===== src/rtl/interrupt_controller.sv =====
// Interrupt controller for the single-cycle CPU. It latches rising edges of the
// request lines and masks them. The lowest pending index is offered as a vector.
module interrupt_controller #(
  parameter int                    NUM_IRQ    = 8,
  parameter int                    ID_WIDTH   = 3,
  parameter int                    ADDR_WIDTH = 10,
  parameter logic [ADDR_WIDTH-1:0] VEC_BASE   = 10'h3F0
) (
  input  logic                  clk,
  input  logic                  reset,
  input  logic [NUM_IRQ-1:0]    interrupcion,
  input  logic                  mask_we,
  input  logic [NUM_IRQ-1:0]    mask_wdata,
  input  logic                  int_ack,
  input  logic                  int_ret,
  output logic                  int_req,
  output logic [ADDR_WIDTH-1:0] int_vector,
  output logic [ID_WIDTH-1:0]   int_id,
  output logic [NUM_IRQ-1:0]    pending,
  output logic                  in_service,
  output logic [1:0]            fsm_state
);

  typedef enum logic [1:0] {
    IDLE    = 2'd0,
    REQUEST = 2'd1,
    SERVICE = 2'd2
  } state_t;

  state_t              state;
  logic [NUM_IRQ-1:0]  irq_prev;
  logic [NUM_IRQ-1:0]  mask;
  logic [NUM_IRQ-1:0]  edge_det;
  logic [NUM_IRQ-1:0]  active;
  logic [NUM_IRQ-1:0]  clr;
  logic [ID_WIDTH-1:0] winner;
  logic                any_active;
  logic                ack_take;
  logic                id_mask_off;

  assign fsm_state = state;

  always_comb begin
    edge_det   = interrupcion & ~irq_prev;
    active     = pending & mask;
    any_active = |active;
    ack_take   = (state == REQUEST) && int_ack;
  end

  // Lowest index wins: scanning downwards lets the lowest set bit overwrite.
  always_comb begin
    winner = '0;
    for (int i = NUM_IRQ - 1; i >= 0; i--) begin
      if (active[i]) winner = ID_WIDTH'(i);
    end
  end

  // Decode the presented id into a clear vector and its pending mask write.
  always_comb begin
    clr         = '0;
    id_mask_off = 1'b0;
    for (int i = 0; i < NUM_IRQ; i++) begin
      if (int_id == ID_WIDTH'(i)) begin
        clr[i]      = ack_take;
        id_mask_off = mask_we & ~mask_wdata[i];
      end
    end
  end

  // A new edge ORs in after the clear, so a set coinciding with its clear wins.
  always_ff @(posedge clk) begin
    if (reset) begin
      irq_prev <= interrupcion;
      pending  <= '0;
      mask     <= '1;
    end else begin
      irq_prev <= interrupcion;
      pending  <= edge_det | (pending & ~clr);
      if (mask_we) mask <= mask_wdata;
    end
  end

  // Handshake: int_req rises with int_id/int_vector and all three hold until
  // either int_ack is sampled high (transfer in that edge) or the presented
  // line is masked off (withdrawal). A sampled ack always beats withdrawal.
  always_ff @(posedge clk) begin
    if (reset) begin
      state      <= IDLE;
      int_req    <= 1'b0;
      int_id     <= '0;
      int_vector <= VEC_BASE;
      in_service <= 1'b0;
    end else begin
      case (state)
        IDLE: begin
          if (any_active) begin
            state      <= REQUEST;
            int_req    <= 1'b1;
            int_id     <= winner;
            int_vector <= VEC_BASE + ADDR_WIDTH'(winner);
          end
        end
        REQUEST: begin
          if (int_ack) begin
            state      <= SERVICE;
            int_req    <= 1'b0;
            in_service <= 1'b1;
          end else if (id_mask_off) begin
            state   <= IDLE;
            int_req <= 1'b0;
          end
        end
        SERVICE: begin
          if (int_ret) begin
            state      <= IDLE;
            in_service <= 1'b0;
          end
        end
        default: begin
          state      <= IDLE;
          int_req    <= 1'b0;
          in_service <= 1'b0;
        end
      endcase
    end
  end

endmodule


===== config.mk =====
export PLATFORM = sky130hd
export DESIGN_NAME = interrupt_controller
export DESIGN_NICKNAME = d
export VERILOG_FILES = /design/src/rtl/interrupt_controller.sv
export SDC_FILE = /design/constraint.sdc
export NUM_CORES = 1
export LEC_CHECK = 0
export CAP_MARGIN = 15
export CELL_PAD_IN_SITES_DETAIL_PLACEMENT = 0
export CELL_PAD_IN_SITES_GLOBAL_PLACEMENT = 2
export CORE_MARGIN = 3
export CORE_UTILIZATION = 23
export CTS_CLUSTER_SIZE = 30
export DETAILED_ROUTE_END_ITERATION = 10
export GPL_TIMING_DRIVEN = 1
export PLACE_DENSITY = 0.79
export SYNTH_ARGS = -nofsm -noshare
export SYNTH_HDL_FRONTEND = slang
export SYNTH_SLANG_ARGS = --single-unit
export TNS_END_PERCENT = 30

===== constraint.sdc =====
create_clock -name clk -period 1.35 [get_ports clk]
set_input_delay 0.2025 -clock clk [delete_from_list [all_inputs] [get_ports clk]]
set_output_delay 0.2025 -clock clk [all_outputs]
set_load 0.03 [all_outputs]

**Run 1: wiring by layer**

The bar under the picture is 20 um long.
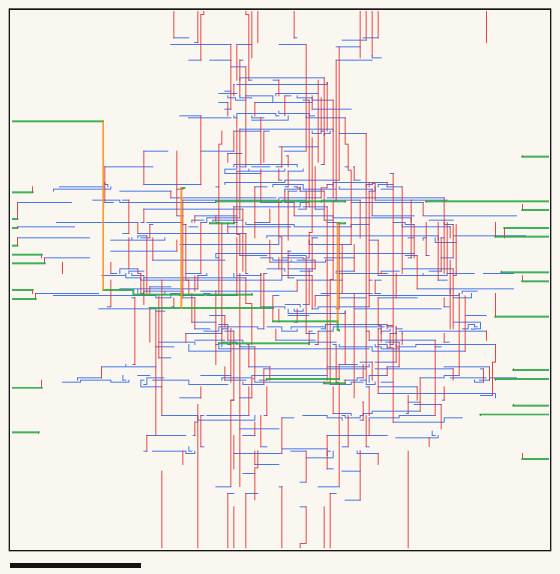
Red stands for met2, wire length 1,530 um. Orange stands for met4, wire length 59.2 um. Blue stands for met1, wire length 1,790 um. Green stands for met3, wire length 243 um.

**Run 1: track usage over the die**

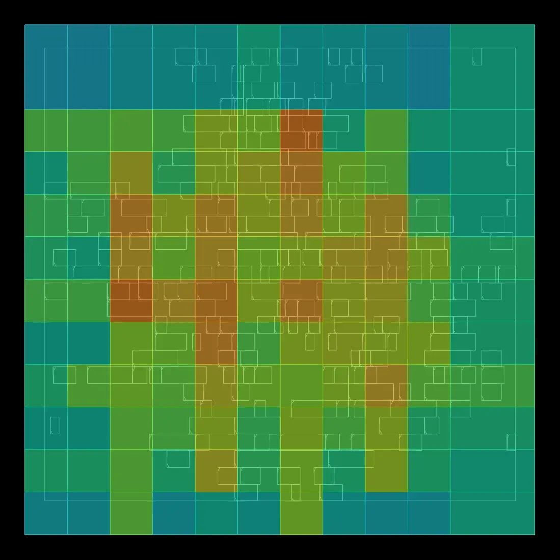
final core occ: 0.3701
met1 GRT Util: 0.1481
GRT Max-Usage Layer: met2

==> flow_summary.ini, run 1 <==
; generated from flow reports
[critical_path]
path_class = reg -> reg
rrSetupSlack_ns = -0.02
cp-end-kind = flip-flop
timing.rr.start = int_id[0]$_SDFFE_PP0P_
r2r-end = fsm_state[0]$_SDFFE_PP0P_

[finish]
final-seq-area_um2 = 628.1
final_layout_top_logic_cells = buf_4 (30), dfxtp_1 (27), clkdlybuf4s50_1 (19)
flops = 31
clkCellAreaFrac = 0.05425
buf_share = 0.2664
fillCellCount = 614
seq_share = 0.3026
buffers = 64
largest_class = logic gates
area_growth_pct = 53.61
nonClockInverterCount = 1
antenna_cells = 0

[clock_tree]
clk_path_buf_depth = 2
cts_tree = done
cts.sinks = 31
numCtsBuffers = 5
clkLatencyLatePin_ns = 0.28

[synth]
topCellsByArea = dfxtp_1 (46%), buf_4 (5.6%), a211o_1 (5.2%)
yosys_cells = 146
edf_count = 0
yosysTopAreaCellShare = 0.4593
yosysTopAreaCell = dfxtp_1
ys_warn_count = 0
ys_seq_share = 0.4593
yosysUniqueCellTypes = 35
synthCells = 146
synth_area_um2 = 1351
ys_area_um2 = 1351

[status]
status = finished, violations left
violations = negative setup slack

[worst_hold_path]
holdPathEnd = mask[4]$_SDFFE_PP1P_
hold_path.class = in -> reg
holdCritStartpoint = mask_wdata[4]

[global_routing]
grtUsageTotal = 0.1107
grt_pass1_vias = 1159

[floorplanning]
nWellTaps = 72
die-area_um2 = 6831
io_pins = 46
dieWidth_um = 82.65
initial_core_util = 0.2410

[timing]
setup_violations = 2
setup_ws_ns = -0.01768
skew_ns = 0.009335
setup_tns_ns = -0.03289
maxSlewViolCount = 0
max_freq_ghz = 0.7312
finalHoldViolations = 0
period_used_share = 1.013
finalHoldWorstSlack_ns = 0.3009

[routing]
drc_errors = 0
viasPerCell = 4.341
vias = 1211
final_antenna_net_count = 0
drt-initial-drc-count = 61

[flow_run]
warnings = 29

[placed_design]
dp_slack_ns = -0.3377

[power_and_ir_drop]
max-vdd-ir-drop_v = 0.0005282
power_leakage_nw = 0.8837
**Run 1: logic cells by family**

The bar under the picture is 20 um long.
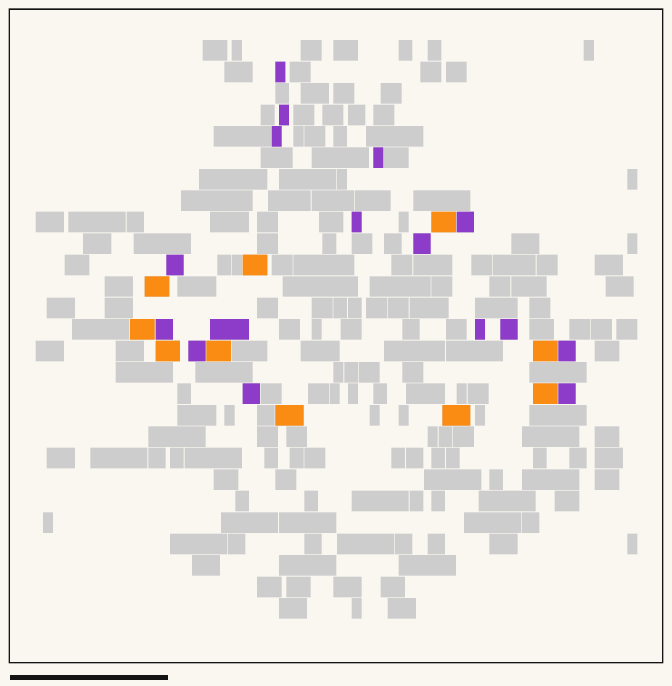
Orange stands for AND-OR and OR-AND gates, cells 10, most used a211o_1. Purple stands for NOR gates, cells 16, most used nor2b_1.
Post-Layout Cell Count: 279
logic share of the area: 0.3315
Commonest Layout Cell: buf_4

[run 1: what timing repair did]
item	in CTS	in global routing
hold buffers	0	0
setup buffers	0	4
endpoints found under the setup margin	15	6
pin swaps	0	3
resized	13	14
[run 1: critical path: stages (launching register included)]
cell	delay (ns)
dfxtp_4	0.38
buf_4	0.14
mux2i_2	0.16
a221oi_4	0.28
o21ai_2	0.11
a221oi_2	0.23
[run 1: how the worst max path moves through the flow]
stage,to,slack (ns),depth (start not counted)
6_report,fsm_state[0]$_SDFFE_PP0P_,-0.02,5
5_1_grt,fsm_state[0]$_SDFFE_PP0P_,-0.11,5
4_1_cts,int_req$_SDFFE_PP0P_,-0.02,5
3_5_place_dp,int_req$_SDFFE_PP0P_,-0.34,6
3_3_place_gp,int_req$_SDFFE_PP0P_,-0.30,6
2_1_floorplan,int_req$_SDFFE_PP0P_,-0.06,6
[run 1: logic make-up after synthesis]
| logic type | share of synthesized area |
|---|---|
| compound gates | 0.2426 |
| mux | 0.01852 |
| flops | 0.4593 |
| buf+inv | 0.08240 |
| simple gates | 0.1917 |
| other cells | 0.005558 |
[run 1: sequential cells by signal (all words and copies together) (netlist names)]
| register | cells |
|---|---|
| fsm_state | 2 |
| in_service | 1 |
| int_id | 3 |
| int_req | 1 |
| irq_prev | 8 |
| mask | 8 |
| pending | 8 |
[run 1: report_power, final]
part	leakage (nW)	switching, mW	internal [mW]	total [mW]
Clock	0.0594	0.344	0.522	0.866
Combinational	0.564	0.434	0.390	0.824
Sequential	0.260	0.0673	0.999	1.07
Total	0.884	0.845	1.91	2.76
[run 1: layer usage]
| layer | vias up | wire length, um |
|---|---|---|
| met1 | 540 | 1786 |
| met4 | 0 | 59 |
| met2 | 40 | 1531 |
| met5 | - | 0 |
| li1 | 625 | - |
| met3 | 6 | 242 |
==> inputs of run 2 (changes only) <==
--- a/config.mk
+++ b/config.mk
@@ -6,7 +6,7 @@
 export NUM_CORES = 1
 export LEC_CHECK = 0
 export CAP_MARGIN = 15
-export CELL_PAD_IN_SITES_DETAIL_PLACEMENT = 0
+export CELL_PAD_IN_SITES_DETAIL_PLACEMENT = 1
 export CELL_PAD_IN_SITES_GLOBAL_PLACEMENT = 2
 export CORE_MARGIN = 3
 export CORE_UTILIZATION = 23
**Run 2: track usage over the die**

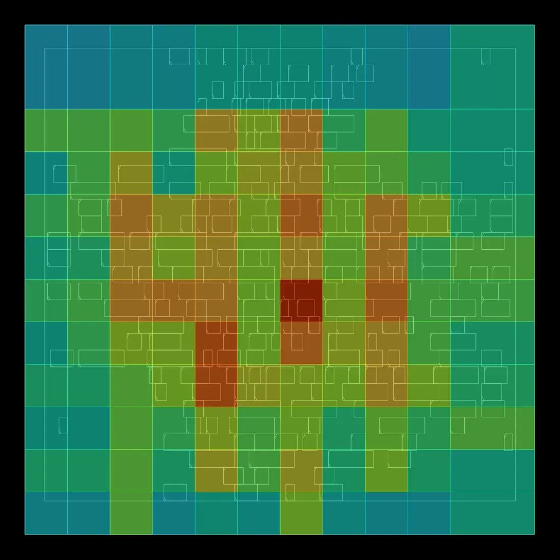
gr usage total: 0.1201
Routed wire per std cell: 14.24 um
grt met2 use: 0.1899

**Run 2: routed clock nets over the placement**

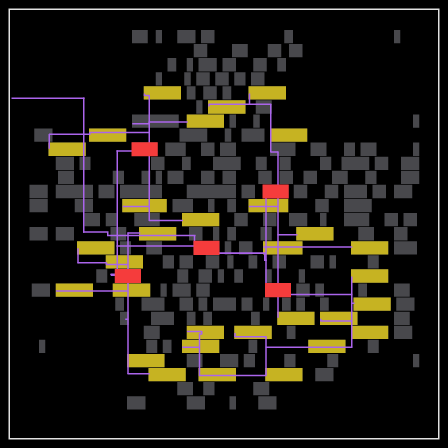
Purple stands for clock wires, length 453 um. Yellow stands for flip-flops, count 31. Red stands for cells driving clock nets, count 5.
There are 6 routed clock nets.

==> run 2 against run 1 <==
The flow still finishes with violations (negative setup slack). Critical endpoint unchanged. Die area is the same. Global-route usage up 0.94 points. Largest power group unchanged. Routed wire length grew 10%. Sequential share of layout area fell by 0.68 points. Critical path depth up 1. Via count increased by 5.4%. Sequential power is essentially flat.
==> flow_summary.ini, run 2 <==
; generated from flow reports
[synth]
yosys_cells = 146
ys_warn_count = 0
synthArstFlopShare = 0
synthCells = 146
yosysUniqueCellTypes = 35
yosysTopAreaCellShare = 0.4593
ys_area_um2 = 1351
yosysTopAreaCell = dfxtp_1
edf_count = 0
synth_area_um2 = 1351
ys_seq_share = 0.4593
topCellsByArea = dfxtp_1 (46%), buf_4 (5.6%), a211o_1 (5.2%)

[clock_tree]
clk_path_buf_depth = 2
cts.sinks = 31
numCtsBuffers = 5
clkLatencyLatePin_ns = 0.28
cts_hold_buf = 0
cts_tree = done

[timing]
setup_tns_ns = -0.09674
setup_violations = 2
period_used_share = 1.040
finalHoldViolations = 0
maxSlewViolCount = 0
max_freq_ghz = 0.7122
setup_ws_ns = -0.05417
skew_ns = 0.006896

[global_routing]
antenna_found_initial = 0
grt_pass1_vias = 1281

[critical_path]
timing.rr.start = int_id[0]$_SDFFE_PP0P_
cp-end-kind = flip-flop
crit_arrival_ns = 1.56
critPathBufInv = 2
startpoint_type = flip-flop
path_class = reg -> reg
cp_top_family = AND-OR/OR-AND gates
crit_chain = buf_6, buf_4, a211oi_2, a221oi_4, o21ai_2, a221oi_2
max_stage_delay_ns = 0.37

[power_and_ir_drop]
power_leakage_nw = 0.9019
max-vdd-ir-drop_v = 0.0005013

[finish]
fillCellCount = 683
antenna_cells = 0
layout_top_cell = buf_4
final-seq-area_um2 = 626.9
fin_cells = 280
final_layout_top_logic_cells = buf_4 (30), dfxtp_1 (28), clkdlybuf4s50_1 (19)
reg_top3 = irq_prev x8, mask x8, pending x8
fin_util = 0.3780
area_growth_pct = 56.85

[floorplanning]
initial_core_util = 0.2410
die-area_um2 = 6831
dieWidth_um = 82.65
io_pins = 46

[routing]
drc_errors = 0
vias = 1276
drt-initial-drc-count = 29
drt-pass1-iter-count = 4
final_antenna_net_count = 0

[worst_hold_path]
holdCritStartpoint = mask_wdata[4]
hold_path.class = in -> reg

[flow_run]
warnings = 29

[placed_design]
dp_slack_ns = -0.3406

[status]
violations = negative setup slack
status = finished, violations left
**Run 2: wiring by layer**

The bar under the picture is 20 um long.
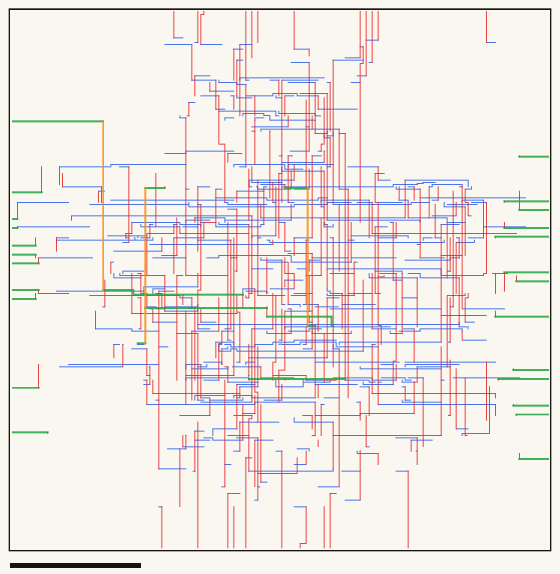
Green stands for met3, wire length 200 um. Orange stands for met4, wire length 70.7 um. Blue stands for met1, wire length 1,860 um. Red stands for met2, wire length 1,860 um.

run 2: what timing repair did:
action	in CTS	in global routing
gates resized	12	25
endpoints found under the hold margin	0	0
setup buffers	0	5
pin swaps	0	4
setup endpoints to repair	14	9
run 2: routing by layer:
| metal | global-route usage | wire, um | vias up | part of all wire |
|---|---|---|---|---|
| li1 | - | - | 627 | - |
| met1 | 0.1576 | 1860 | 607 | 0.47 |
| met2 | 0.1899 | 1856 | 35 | 0.47 |
| met3 | 0.02928 | 199 | 7 | 0.050 |
| met4 | 0.04412 | 70 | 0 | 0.018 |
| met5 | 0 | 0 | - | 0 |
run 2: final timing paths:
path	to	slack, ns	depth (start not counted)
max	fsm_state[0]$_SDFFE_PP0P_	-0.05	6
min	mask[4]$_SDFFE_PP1P_	0.24	2
max reg2reg	fsm_state[0]$_SDFFE_PP0P_	-0.05	6
min reg2reg	int_req$_SDFFE_PP0P_	0.48	2
run 2: kinds of logic (layout without fill, tap and decap cells):
| logic type | Yosys count | count (layout) | synth area share |
|---|---|---|---|
| other | 2 | 7 | 0.005558 |
| AOI/OAI and AO/OA | 47 | 47 | 0.2426 |
| DFF | 31 | 31 | 0.4593 |
| muxes | 2 | 2 | 0.01852 |
| and+or+nand+nor | 47 | 47 | 0.1917 |
| buffers and inverters | 17 | 74 | 0.08240 |
run 2: cell type report:
cell class | count | share of cell area
Timing Repair Buffer | 65 | 0.2686
Clock buffer | 7 | 0.05077
Inverter | 1 | 0.001771
Tap cell | 72 | 0.04250
Multi-Input combinational cell | 103 | 0.3383
Clock inverter | 1 | 0.002361
Sequential cell | 31 | 0.2958
run 2: report_power, final:
part / internal, mW / switching, mW
registers: 0.998 / 0.0714
logic: 0.408 / 0.454
clock network: 0.522 / 0.349
==> inputs of run 3 (changes only) <==
--- a/config.mk
+++ b/config.mk
@@ -5,7 +5,6 @@
 export SDC_FILE = /design/constraint.sdc
 export NUM_CORES = 1
 export LEC_CHECK = 0
-export CAP_MARGIN = 15
 export CELL_PAD_IN_SITES_DETAIL_PLACEMENT = 1
 export CELL_PAD_IN_SITES_GLOBAL_PLACEMENT = 2
 export CORE_MARGIN = 3
**Run 3: track usage over the die**

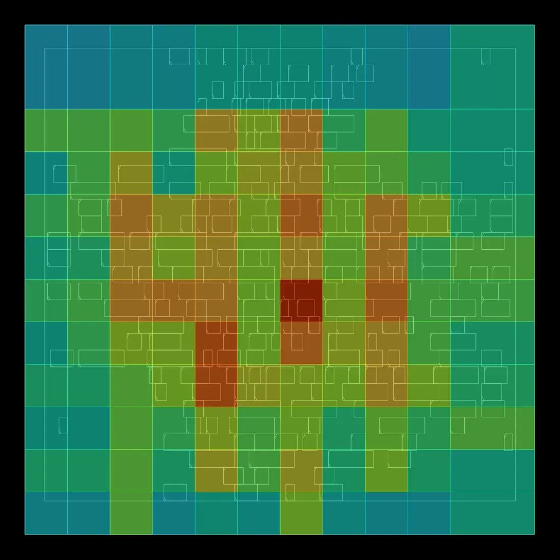
met1 GRT Util: 0.1576
met3 GRT Util: 0.02928
final core occ: 0.3780

**Run 3: logic cells by family**

The bar under the picture is 20 um long.
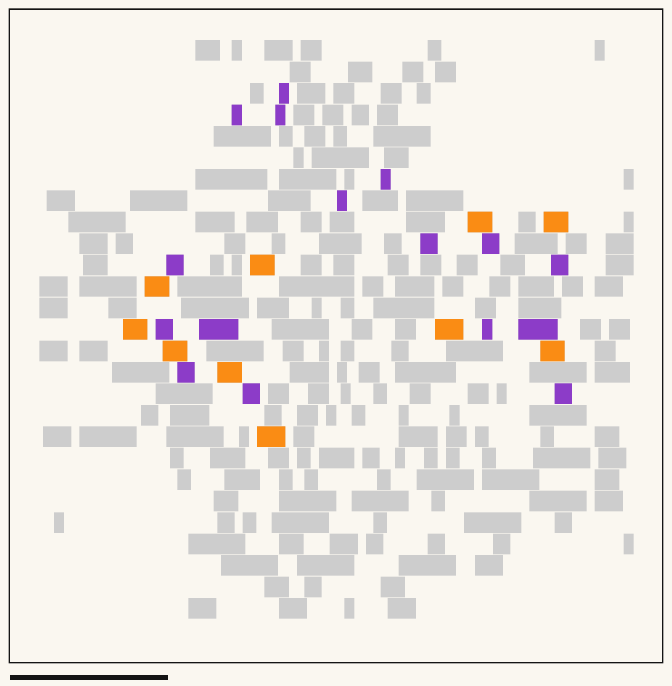
logic share of the area: 0.3383
Post-Layout Cell Count: 280

==> run 3 against run 2 <==
The run still ends with negative setup slack left. Hold slack stayed put. Clock skew stayed put. First-iteration DRC count stayed put. Critical path depth stayed put. Sequential power hardly changed. Die area stayed put. Clock-buffer cell count stayed put. Synthesized area stayed put. Power stayed put. Cell count stayed put. Non-clock buffer count stayed put. Via count stayed put. Largest cell class unchanged.
==> flow_summary.ini, run 3 <==
; generated from flow reports
[status]
status = finished, violations left
violations = negative setup slack

[synth]
ys_warn_count = 0
synthArstFlopShare = 0
topCellsByArea = dfxtp_1 (46%), buf_4 (5.6%), a211o_1 (5.2%)
edf_count = 0
synth-seq-cells = 31
logic_family = AND-OR/OR-AND gates
common_cells = dfxtp_1 (31), a21oi_1 (14), nand2_1 (13)
ys_seq_share = 0.4593
synthAoiAreaFrac = 0.2426
ys_area_um2 = 1351
ys_sh_simple = 0.1917
synth-xor-area-share = 0
synth_area_um2 = 1351
yosysTopAreaCell = dfxtp_1
yosysUniqueCellTypes = 35
yosysTopAreaCellShare = 0.4593
synthCells = 146
synthMuxAreaShare = 0.01852
yosys_cells = 146
adder_share = 0

[critical_path]
rrSetupSlack_ns = -0.05
critPathBufInv = 2
max_stage_delay_ns = 0.37
startpoint_type = flip-flop
crit_arrival_ns = 1.56
cp-end-kind = flip-flop
path_class = reg -> reg
cpMaxStageDelayCell = dfxtp_4
cp_top_family = AND-OR/OR-AND gates
crit_chain = buf_6, buf_4, a211oi_2, a221oi_4, o21ai_2, a221oi_2

[clock_tree]
numCtsBuffers = 5
clkLatencyLatePin_ns = 0.28
clk_pin_slew_ns = 0.07
cts.sinks = 31
clk_path_buf_depth = 2
cts_hold_buf = 0
cts_tree = done

[power_and_ir_drop]
maxPowerGroup = sequential cells
switching_share = 0.3119
power.switching_mw = 0.8739
max-vdd-ir-drop_v = 0.0005013
seqPwrFrac = 0.382
power_leakage_nw = 0.9019
p_comb_frac = 0.308
powerSeq_mw = 1.07
power.internal_mw = 1.928
p_per_area_nw_per_um2 = 1322
clkPwrFrac = 0.311
p_comb_mw = 0.862
p_clk_mw = 0.871

[floorplanning]
die-area_um2 = 6831
die_y_um = 82.65
io_pins = 46
dieWidth_um = 82.65
initial_core_util = 0.2410

[global_routing]
grtUsageTotal = 0.1201
grt_max_degree = 24
grt_first_pass_wirelength_um = 6134
grt_pass1_vias = 1281
antenna_found_initial = 0

[timing]
max_freq_ghz = 0.7122
setup_violations = 2
setup_tns_ns = -0.09674
period_used_share = 1.040
setup_ws_ns = -0.05417
maxSlewViolCount = 0
skew_ns = 0.006896
finalHoldViolations = 0

[flow_run]
warnings = 29
cap_violations = 0

[finish]
layout_top_cell = buf_4
area_growth_pct = 56.85
reg_top3 = irq_prev x8, mask x8, pending x8
final_layout_top_logic_cells = buf_4 (30), dfxtp_1 (28), clkdlybuf4s50_1 (19)
antenna_cells = 0

[routing]
drt-initial-drc-count = 29
wire_per_inst_um = 14.24
viasPerCell = 4.557
final_antenna_net_count = 0
drc_errors = 0
drt-pass1-iter-count = 4

[worst_hold_path]
hold_path.class = in -> reg

[placed_design]
dpl_cell_area_um2 = 1919
**Run 3: wiring by layer**

The bar under the picture is 20 um long.
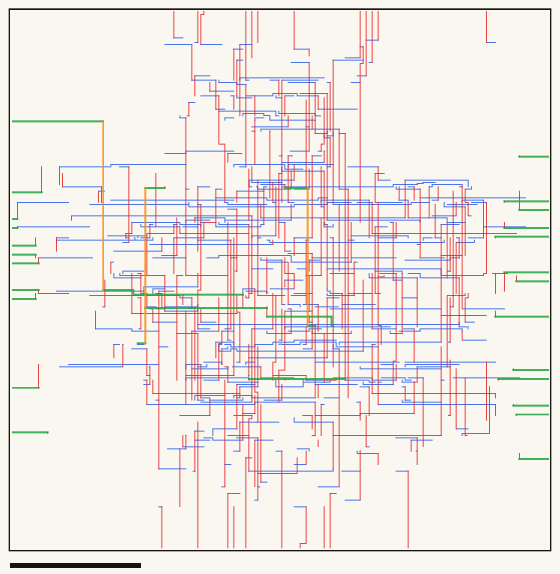
drt total wl: 3986 um
DR vias: 1,276

==> run 3: final timing paths <==
path                                from                   endpoint  depth (start not counted)
hold / removal             mask_wdata[4]       mask[4]$_SDFFE_PP1P_                          2
setup reg to reg  int_id[0]$_SDFFE_PP0P_  fsm_state[0]$_SDFFE_PP0P_                          6
setup / recovery  int_id[0]$_SDFFE_PP0P_  fsm_state[0]$_SDFFE_PP0P_                          6
hold reg to reg     int_req$_SDFFE_PP0P_       int_req$_SDFFE_PP0P_                          2
==> run 3: per-layer routing <==
layer	routed length (um)	GRT usage	vias up
li1	-	-	627
met4	70	0.04412	0
met5	0	0	-
met1	1860	0.1576	607
met3	199	0.02928	7
met2	1856	0.1899	35
==> run 3: per-stage QoR <==
step | setup slack, ns | cells | hold WS, ns
after floorplan | -0.06447 | 151 | 0.2302
after global placement | -0.2984 | 268 | 0.4699
after detailed placement | -0.3406 | 268 | 0.4752
after CTS | -0.04588 | 276 | 0.3891
after global routing | -0.1272 | 280 | 0.2618
final | -0.05417 | 280 | 0.2369
==> run 3: layout make-up <==
cell class	instances	area (um2)
multi-input cells	103	716.9
repair buffers	65	569.3
clock buffers	7	107.6
inverters	1	3.754
fillers	683	3488
well taps	72	90.09
clock inverters	1	5.005
flip-flops and latches	31	626.9
==> run 3: logic make-up (layout without fill, tap and decap cells) <==
kind of cell / Yosys count / after routing
multiplexers: 2 / 2
AND-OR/OR-AND: 47 / 47
flip-flops: 31 / 31
buffers and inverters: 17 / 74
AND/OR/NAND/NOR: 47 / 47
other: 2 / 7
==> run 3: repair_timing <==
action                                 CTS  global route
pin swaps                                0             4
cloned                                   0             0
setup endpoints to repair               14             9
resized                                 12            25
buffers inserted                         0             5
endpoints found under the hold margin    0             0

## Gallery

Placement density heat map.
The die is cut into 8 by 8 equal tiles; dark blue is low, red is high, 0 to 100% covered.
picture 1
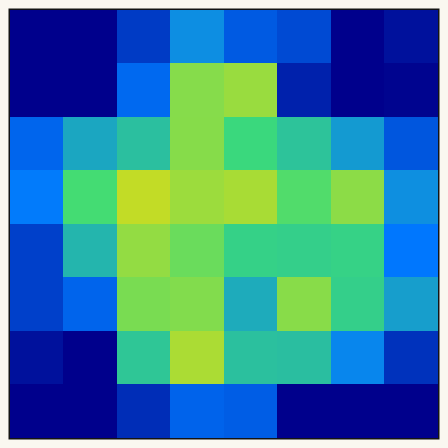
picture 2
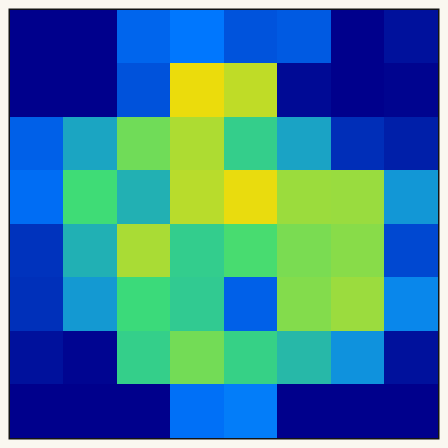
- picture 2 = run 1
- picture 1 = run 2

Key to picture 2:
23% of the tiles are nearly empty. The fullest tile reaches 72%. The emptiest ninth of the die: upper right. The densest ninth of the die: center. The mean over all tiles is 29%.

Power is estimated from default activity; no workload was simulated.
